===== config.mk =====
export PLATFORM = sky130hd
export DESIGN_NAME = wl_csr_axi_lite_slv
export DESIGN_NICKNAME = d
export VERILOG_FILES = /design/src/rtl/wl_pkg.sv /design/src/rtl/wl_csr_regfile.sv /design/src/rtl/wl_csr_axi_lite_slv.sv
export SDC_FILE = /design/constraint.sdc
export NUM_CORES = 1
export LEC_CHECK = 0
export CORE_AREA = 2 2 126 128
export DETAILED_ROUTE_END_ITERATION = 10
export DIE_AREA = 0 0 128 130
export PLACE_DENSITY = 0.84
export SYNTH_ARGS = -nofsm -noshare
export SYNTH_HDL_FRONTEND = slang
export SYNTH_SLANG_ARGS = --single-unit

===== constraint.sdc =====
create_clock -name clk_i -period 6.05 [get_ports clk_i]
set_input_delay 0.605 -clock clk_i [delete_from_list [all_inputs] [get_ports clk_i]]
set_output_delay 0.605 -clock clk_i [all_outputs]
set_load 0.005 [all_outputs]

===== src/rtl/wl_pkg.sv =====
// rtl/wl_pkg.sv - Wakelet shared types, AXI-Lite structs and CSR window constants
package wl_pkg;

  localparam int unsigned AxiAddrW = 32;
  localparam int unsigned AxiDataW = 32;
  localparam int unsigned AxiStrbW = AxiDataW / 8;

  localparam logic [AxiAddrW-1:0] CsrBaseAddr = 32'h1A10_4000;

  localparam int unsigned CsrNumRegs    = 4;
  localparam int unsigned CsrIdxCtrl    = 0;
  localparam int unsigned CsrIdxStatus  = 1;
  localparam int unsigned CsrIdxScratch = 2;
  localparam int unsigned CsrIdxCycles  = 3;

  localparam logic [1:0] RespOkay   = 2'b00;
  localparam logic [1:0] RespSlvErr = 2'b10;

  typedef struct packed {
    logic [AxiAddrW-1:0] aw_addr;
    logic                aw_valid;
    logic [AxiDataW-1:0] w_data;
    logic [AxiStrbW-1:0] w_strb;
    logic                w_valid;
    logic                b_ready;
    logic [AxiAddrW-1:0] ar_addr;
    logic                ar_valid;
    logic                r_ready;
  } axi_lite_req_t;

  typedef struct packed {
    logic                aw_ready;
    logic                w_ready;
    logic                b_valid;
    logic [1:0]          b_resp;
    logic                ar_ready;
    logic                r_valid;
    logic [AxiDataW-1:0] r_data;
    logic [1:0]          r_resp;
  } axi_lite_resp_t;

  typedef enum logic [1:0] {
    WrIdle = 2'd0,
    WrHold = 2'd1,
    WrResp = 2'd2
  } wr_state_e;

  typedef enum logic {
    RdIdle = 1'b0,
    RdResp = 1'b1
  } rd_state_e;

  // Replace only the bytes whose strobe is set.
  function automatic logic [AxiDataW-1:0] strb_merge(
    input logic [AxiDataW-1:0] old_w,
    input logic [AxiDataW-1:0] new_w,
    input logic [AxiStrbW-1:0] strb
  );
    logic [AxiDataW-1:0] res;
    res = old_w;
    for (int b = 0; b < int'(AxiStrbW); b++) begin
      if (strb[b]) res[8*b +: 8] = new_w[8*b +: 8];
    end
    return res;
  endfunction

endpackage


===== src/rtl/wl_csr_regfile.sv =====
// rtl/wl_csr_regfile.sv - CSR storage: control, eoc sticky, scratch words, cycle counter
module wl_csr_regfile
  import wl_pkg::*;
#(
  parameter int unsigned NumRegs = CsrNumRegs
) (
  input  logic                       clk_i,
  input  logic                       rst_ni,
  input  logic                       wr_en_i,
  input  logic [$clog2(NumRegs)-1:0] wr_idx_i,
  input  logic [AxiDataW-1:0]        wr_data_i,
  input  logic [AxiStrbW-1:0]        wr_strb_i,
  input  logic [$clog2(NumRegs)-1:0] rd_idx_i,
  output logic [AxiDataW-1:0]        rd_data_o,
  input  logic                       hwpe_busy_i,
  input  logic                       hwpe_eoc_i,
  output logic                       fetch_en_o,
  output logic                       hwpe_clear_o
);

  localparam int unsigned IdxW = $clog2(NumRegs);

  logic                              fetch_en_q, fetch_en_d;
  logic                              clear_q, clear_d;
  logic                              eoc_sticky_q, eoc_sticky_d;
  logic [AxiDataW-1:0]               cycles_q, cycles_d;
  logic [NumRegs-1:0][AxiDataW-1:0]  scratch_q, scratch_d;

  logic wr_ctrl, wr_status, wr_cycles;

  assign wr_ctrl   = wr_en_i && (wr_idx_i == IdxW'(CsrIdxCtrl));
  assign wr_status = wr_en_i && (wr_idx_i == IdxW'(CsrIdxStatus));
  assign wr_cycles = wr_en_i && (wr_idx_i == IdxW'(CsrIdxCycles));

  // Next-state for every register; eoc set beats clear, counter write beats increment.
  always_comb begin
    fetch_en_d   = fetch_en_q;
    clear_d      = 1'b0;
    eoc_sticky_d = eoc_sticky_q;
    scratch_d    = scratch_q;
    if (wr_ctrl && wr_strb_i[0]) begin
      fetch_en_d = wr_data_i[0];
      clear_d    = wr_data_i[1];
    end
    if (wr_status && wr_strb_i[0] && wr_data_i[1]) eoc_sticky_d = 1'b0;
    if (hwpe_eoc_i) eoc_sticky_d = 1'b1;
    cycles_d = wr_cycles ? '0 : cycles_q + 32'd1;
    for (int unsigned i = 0; i < NumRegs; i++) begin
      if ((i == CsrIdxScratch || i > CsrIdxCycles) && wr_en_i && (wr_idx_i == IdxW'(i))) begin
        scratch_d[i] = strb_merge(scratch_q[i], wr_data_i, wr_strb_i);
      end
    end
  end

  // Register state; entries of scratch_q at fixed-function indices stay at zero.
  always_ff @(posedge clk_i or negedge rst_ni) begin
    if (!rst_ni) begin
      fetch_en_q   <= 1'b0;
      clear_q      <= 1'b0;
      eoc_sticky_q <= 1'b0;
      cycles_q     <= '0;
      scratch_q    <= '0;
    end else begin
      fetch_en_q   <= fetch_en_d;
      clear_q      <= clear_d;
      eoc_sticky_q <= eoc_sticky_d;
      cycles_q     <= cycles_d;
      scratch_q    <= scratch_d;
    end
  end

  // Read mux; CTRL bit1 is a pulse and always reads back as zero.
  always_comb begin
    rd_data_o = '0;
    if (rd_idx_i == IdxW'(CsrIdxCtrl)) begin
      rd_data_o = {31'b0, fetch_en_q};
    end else if (rd_idx_i == IdxW'(CsrIdxStatus)) begin
      rd_data_o = {30'b0, eoc_sticky_q, hwpe_busy_i};
    end else if (rd_idx_i == IdxW'(CsrIdxCycles)) begin
      rd_data_o = cycles_q;
    end else begin
      rd_data_o = scratch_q[rd_idx_i];
    end
  end

  assign fetch_en_o   = fetch_en_q;
  assign hwpe_clear_o = clear_q;

endmodule


===== src/rtl/wl_csr_axi_lite_slv.sv =====
// rtl/wl_csr_axi_lite_slv.sv - AXI-Lite CSR responder; WL_CSR_ERR_RESP_EN selects SLVERR for out-of-range
module wl_csr_axi_lite_slv
  import wl_pkg::*;
#(
  parameter int unsigned         NumRegs  = CsrNumRegs,
  parameter logic [AxiAddrW-1:0] BaseAddr = CsrBaseAddr
) (
  input  logic           clk_i,
  input  logic           rst_ni,
  input  axi_lite_req_t  axi_lite_req_i,
  output axi_lite_resp_t axi_lite_rsp_o,
  input  logic           hwpe_busy_i,
  input  logic           hwpe_eoc_i,
  output logic           fetch_en_o,
  output logic           hwpe_clear_o
);

  localparam int unsigned IdxW = $clog2(NumRegs);

`ifdef WL_CSR_ERR_RESP_EN
  localparam logic [1:0] OorResp = RespSlvErr;
`else
  localparam logic [1:0] OorResp = RespOkay;
`endif

  // Returns {hit, word index}; hit is false below the base or past the last word.
  function automatic logic [IdxW:0] decode(input logic [AxiAddrW-1:0] addr);
    logic [AxiAddrW-1:0] off;
    logic                hit;
    off = addr - BaseAddr;
    hit = (addr >= BaseAddr) && (off < AxiAddrW'(NumRegs * 4));
    return {hit, off[IdxW+1:2]};
  endfunction

  logic                en_q;
  wr_state_e           wr_state_q, wr_state_d;
  logic                aw_full_q, aw_full_d;
  logic [AxiAddrW-1:0] aw_addr_q, aw_addr_d;
  logic                w_full_q, w_full_d;
  logic [AxiDataW-1:0] w_data_q, w_data_d;
  logic [AxiStrbW-1:0] w_strb_q, w_strb_d;
  logic [1:0]          b_resp_q, b_resp_d;
  rd_state_e           rd_state_q, rd_state_d;
  logic [AxiDataW-1:0] r_data_q, r_data_d;
  logic [1:0]          r_resp_q, r_resp_d;

  logic aw_ready, w_ready, ar_ready;
  logic aw_hs, w_hs, ar_hs;
  logic have_aw, have_w, commit;

  logic [AxiAddrW-1:0] wr_addr;
  logic [AxiDataW-1:0] wr_data;
  logic [AxiStrbW-1:0] wr_strb;
  logic [IdxW:0]       wr_dec, rd_dec;
  logic [AxiDataW-1:0] rf_rd_data;

  assign aw_ready = en_q && !aw_full_q && (wr_state_q != WrResp);
  assign w_ready  = en_q && !w_full_q && (wr_state_q != WrResp);
  assign ar_ready = en_q && (rd_state_q == RdIdle);

  assign aw_hs = axi_lite_req_i.aw_valid && aw_ready;
  assign w_hs  = axi_lite_req_i.w_valid && w_ready;
  assign ar_hs = axi_lite_req_i.ar_valid && ar_ready;

  // A write commits on the edge where both halves are available, held or arriving.
  assign have_aw = aw_full_q || aw_hs;
  assign have_w  = w_full_q || w_hs;
  assign commit  = (wr_state_q != WrResp) && have_aw && have_w;

  assign wr_addr = aw_full_q ? aw_addr_q : axi_lite_req_i.aw_addr;
  assign wr_data = w_full_q ? w_data_q : axi_lite_req_i.w_data;
  assign wr_strb = w_full_q ? w_strb_q : axi_lite_req_i.w_strb;
  assign wr_dec  = decode(wr_addr);
  assign rd_dec  = decode(axi_lite_req_i.ar_addr);

  wl_csr_regfile #(
    .NumRegs (NumRegs)
  ) u_regfile (
    .clk_i        (clk_i),
    .rst_ni       (rst_ni),
    .wr_en_i      (commit && wr_dec[IdxW]),
    .wr_idx_i     (wr_dec[IdxW-1:0]),
    .wr_data_i    (wr_data),
    .wr_strb_i    (wr_strb),
    .rd_idx_i     (rd_dec[IdxW-1:0]),
    .rd_data_o    (rf_rd_data),
    .hwpe_busy_i  (hwpe_busy_i),
    .hwpe_eoc_i   (hwpe_eoc_i),
    .fetch_en_o   (fetch_en_o),
    .hwpe_clear_o (hwpe_clear_o)
  );

  // Write channel: capture AW/W independently, commit, then hold B until accepted.
  always_comb begin
    wr_state_d = wr_state_q;
    aw_full_d  = aw_full_q;
    aw_addr_d  = aw_addr_q;
    w_full_d   = w_full_q;
    w_data_d   = w_data_q;
    w_strb_d   = w_strb_q;
    b_resp_d   = b_resp_q;
    case (wr_state_q)
      WrIdle, WrHold: begin
        if (commit) begin
          aw_full_d  = 1'b0;
          w_full_d   = 1'b0;
          b_resp_d   = wr_dec[IdxW] ? RespOkay : OorResp;
          wr_state_d = WrResp;
        end else begin
          if (aw_hs) begin
            aw_full_d = 1'b1;
            aw_addr_d = axi_lite_req_i.aw_addr;
          end
          if (w_hs) begin
            w_full_d = 1'b1;
            w_data_d = axi_lite_req_i.w_data;
            w_strb_d = axi_lite_req_i.w_strb;
          end
          wr_state_d = (aw_full_d || w_full_d) ? WrHold : WrIdle;
        end
      end
      WrResp: begin
        if (axi_lite_req_i.b_ready) begin
          wr_state_d = WrIdle;
          b_resp_d   = RespOkay;
        end
      end
      default: wr_state_d = WrIdle;
    endcase
  end

  // Read channel: data is sampled at AR accept so a same-edge write is not visible.
  always_comb begin
    rd_state_d = rd_state_q;
    r_data_d   = r_data_q;
    r_resp_d   = r_resp_q;
    case (rd_state_q)
      RdIdle: begin
        if (ar_hs) begin
          r_data_d   = rd_dec[IdxW] ? rf_rd_data : '0;
          r_resp_d   = rd_dec[IdxW] ? RespOkay : OorResp;
          rd_state_d = RdResp;
        end
      end
      RdResp: begin
        if (axi_lite_req_i.r_ready) rd_state_d = RdIdle;
      end
      default: rd_state_d = RdIdle;
    endcase
  end

  // Channel state; en_q keeps every ready low until the first edge after reset.
  always_ff @(posedge clk_i or negedge rst_ni) begin
    if (!rst_ni) begin
      en_q       <= 1'b0;
      wr_state_q <= WrIdle;
      aw_full_q  <= 1'b0;
      aw_addr_q  <= '0;
      w_full_q   <= 1'b0;
      w_data_q   <= '0;
      w_strb_q   <= '0;
      b_resp_q   <= RespOkay;
      rd_state_q <= RdIdle;
      r_data_q   <= '0;
      r_resp_q   <= RespOkay;
    end else begin
      en_q       <= 1'b1;
      wr_state_q <= wr_state_d;
      aw_full_q  <= aw_full_d;
      aw_addr_q  <= aw_addr_d;
      w_full_q   <= w_full_d;
      w_data_q   <= w_data_d;
      w_strb_q   <= w_strb_d;
      b_resp_q   <= b_resp_d;
      rd_state_q <= rd_state_d;
      r_data_q   <= r_data_d;
      r_resp_q   <= r_resp_d;
    end
  end

  // Pack the response struct.
  always_comb begin
    axi_lite_rsp_o          = '0;
    axi_lite_rsp_o.aw_ready = aw_ready;
    axi_lite_rsp_o.w_ready  = w_ready;
    axi_lite_rsp_o.b_valid  = (wr_state_q == WrResp);
    axi_lite_rsp_o.b_resp   = b_resp_q;
    axi_lite_rsp_o.ar_ready = ar_ready;
    axi_lite_rsp_o.r_valid  = (rd_state_q == RdResp);
    axi_lite_rsp_o.r_data   = r_data_q;
    axi_lite_rsp_o.r_resp   = r_resp_q;
  end

endmodule


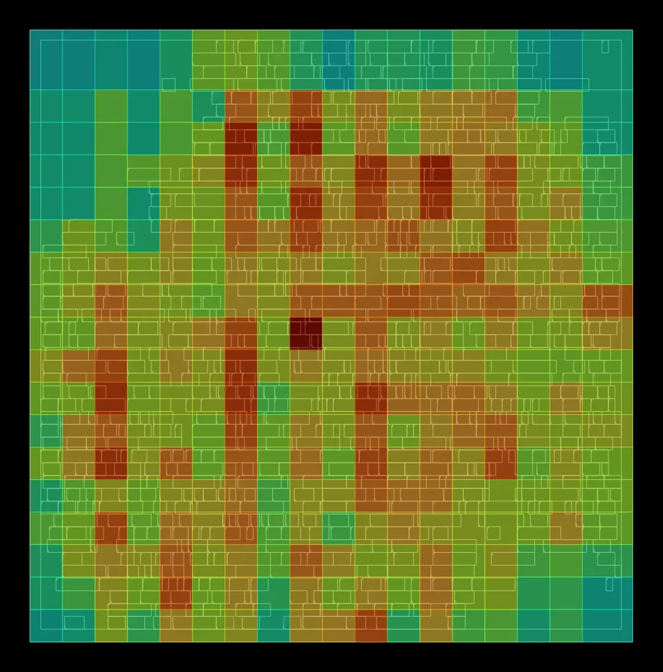
*Congestion heat map*
met1 GRT Util: 0.313
post-layout util: 0.700
met3 usage: 0.0623

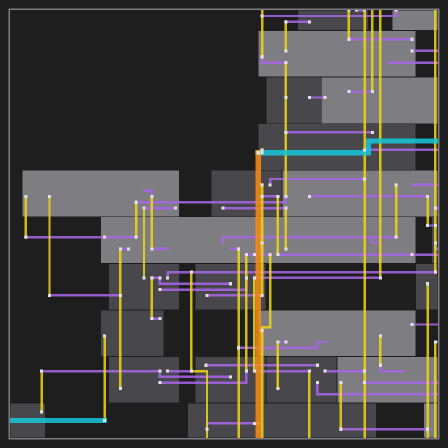
*Close-up of the layout*
Region (20, 85) to (45, 110) µm. Cells in gray, sequential cells in the stronger gray; small squares are vias.
Key: M1 = purple; M4 = orange; M2 = yellow; M3 = cyan
19 logic cells have their middle in the window. Sequential cells in the window: 8. Most frequent: dfrtp_1 (8), mux2_2 (6), clkdlybuf4s50_1 (2). Netlist names of flops here include u_regfile.scratch_q (4), u_regfile.cycles_q (2), w_data_q (2).

==> impl_metrics.tcl <==
# collected from the flow reports
set metrics [dict create \
    syn_inst 737 \
    fin_ws_ns 2.38 \
    cpMaxStageDelayCell "dfrtp_1" \
    rsz0062_at_grt "no" \
    die_w_um 128 \
    yosys_cells 737 \
    stdcell_count 1074 \
    cts_tree "done" \
    clockRootBuffer "clkbuf_16" \
    whs_ns 0.273 \
    pg_seq_mw 1.56 \
    numCtsBuffers 17 \
    ys_ff 171 \
    cp-endpoint "u_regfile.scratch_q[76]" \
    fin_tns_setup_ns 0 \
    dp.cells 1042 \
    path_cells "or4b_1, o2bb2ai_2, a21oi_2, o2111ai_4, nor4_4, mux2_4" \
    largest_area_cell "dfrtp_1" \
    async_reset_ff_frac 1.00 \
    cp.arrival_ns 3.98 \
    die_h_um 130 \
    gp_congestion 0.822 \
    outcome "complete, no violations" \
    tightest_slew_ns 1.09 \
    synthTopCellsByCount "dfrtp_1, mux2_2, nand2_1" \
    top_cell_area_share 0.496 \
    core_area_um2 15400 \
    postSynthSeqShare 0.496 \
    final_common_cell "dfrtp_1" \
    cts_setup_buffers 0 \
]
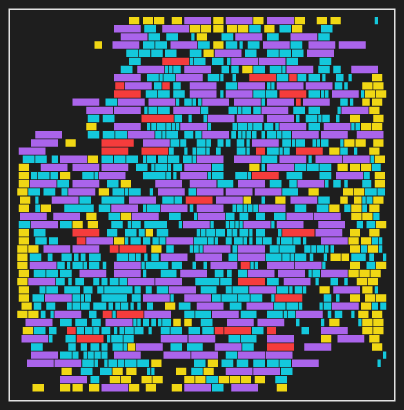
*Placement by cell class*
(3 px per µm)
Key: clock drivers and dummy loads = red [cells 32, share of their area 5.8%]; remaining buffers and delay cells = yellow [cells 153, share of their area 14%]; registers = purple [cells 171, share of their area 41%]; remaining logic cells = cyan [cells 526, share of their area 39%]

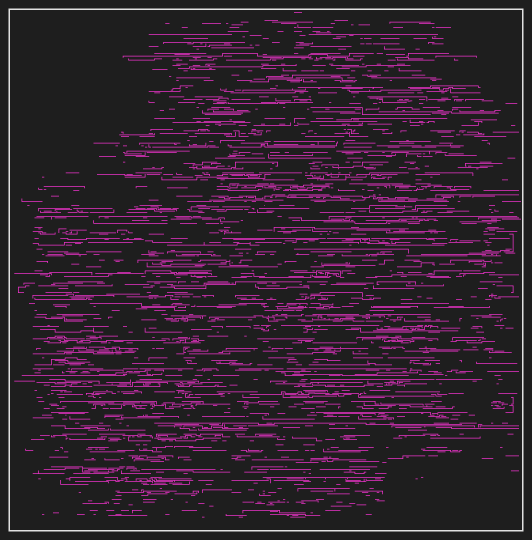
*The metal 1 layer*
(4 px per µm)
The longest straight run is 46.9 µm. The wires run mostly horizontal. 873 nets have wire on it. The layer carries 8440 µm of wire. The layer holds 44% of the routed length.

## worst min-delay path by stage
stage	slack (ns)	endpoint	startpoint
finish	0.27	aw_addr_q[27]	rst_ni
global route	0.40	aw_addr_q[27]	rst_ni
CTS	0.37	aw_addr_q[22]	rst_ni
detailed placement	0.47	r_data_q[9]	r_data_q[9]
global placement	0.46	r_data_q[10]	r_data_q[10]
floorplan	0.31	aw_addr_q[10]	rst_ni
## cells by family (layout without fill, tap and decap cells)
logic type                 count (synthesis)  in the layout  synth area share
AOI/OAI and AO/OA                         75             75            0.0694
xor gates and xnor gates                  34             34            0.0345
adders and majority gates                  1              1           0.00145
buffers and inverters                     53            195            0.0283
DFF                                      171            171             0.496
muxes                                    173            173             0.233
other                                      2              5          0.000871
and+or+nand+nor                          228            228             0.136
## metrics by stage
stage / util / total power [mW]
final: 0.700 / 3.58
after global routing: 0.700 / 3.76
after CTS: 0.700 / 3.61
after detailed placement: 0.660 / 2.47
after global placement: 0.660 / 2.43
after floorplan: - / 2.21
## area by class of cell
cell class,instances,area [µm²],area share
clock buffers,17,425,0.0394
repair buffers,153,1510,0.140
inverters,10,37.5,0.00348
clock inverters,15,189,0.0175
multi-input cells,516,4120,0.381
flip-flops and latches,171,4280,0.396
well taps,192,240,0.0222
## sequential cells by signal, indices dropped and copies added, names as in the netlist
| signal | flops |
|---|---|
| r_data_q | 32 |
| w_data_q | 32 |
| u_regfile.hwpe_clear_o | 1 |
| aw_addr_q | 30 |
| u_regfile.cycles_q | 32 |
| en_q | 1 |
| u_regfile.fetch_en_o | 1 |
| u_regfile.eoc_sticky_q | 1 |
| aw_full_q | 1 |
| u_regfile.scratch_q | 32 |
| w_strb_q | 4 |
| wr_state_q | 2 |
| rd_state_q | 1 |
| w_full_q | 1 |
Power is estimated from default activity; no workload was simulated.
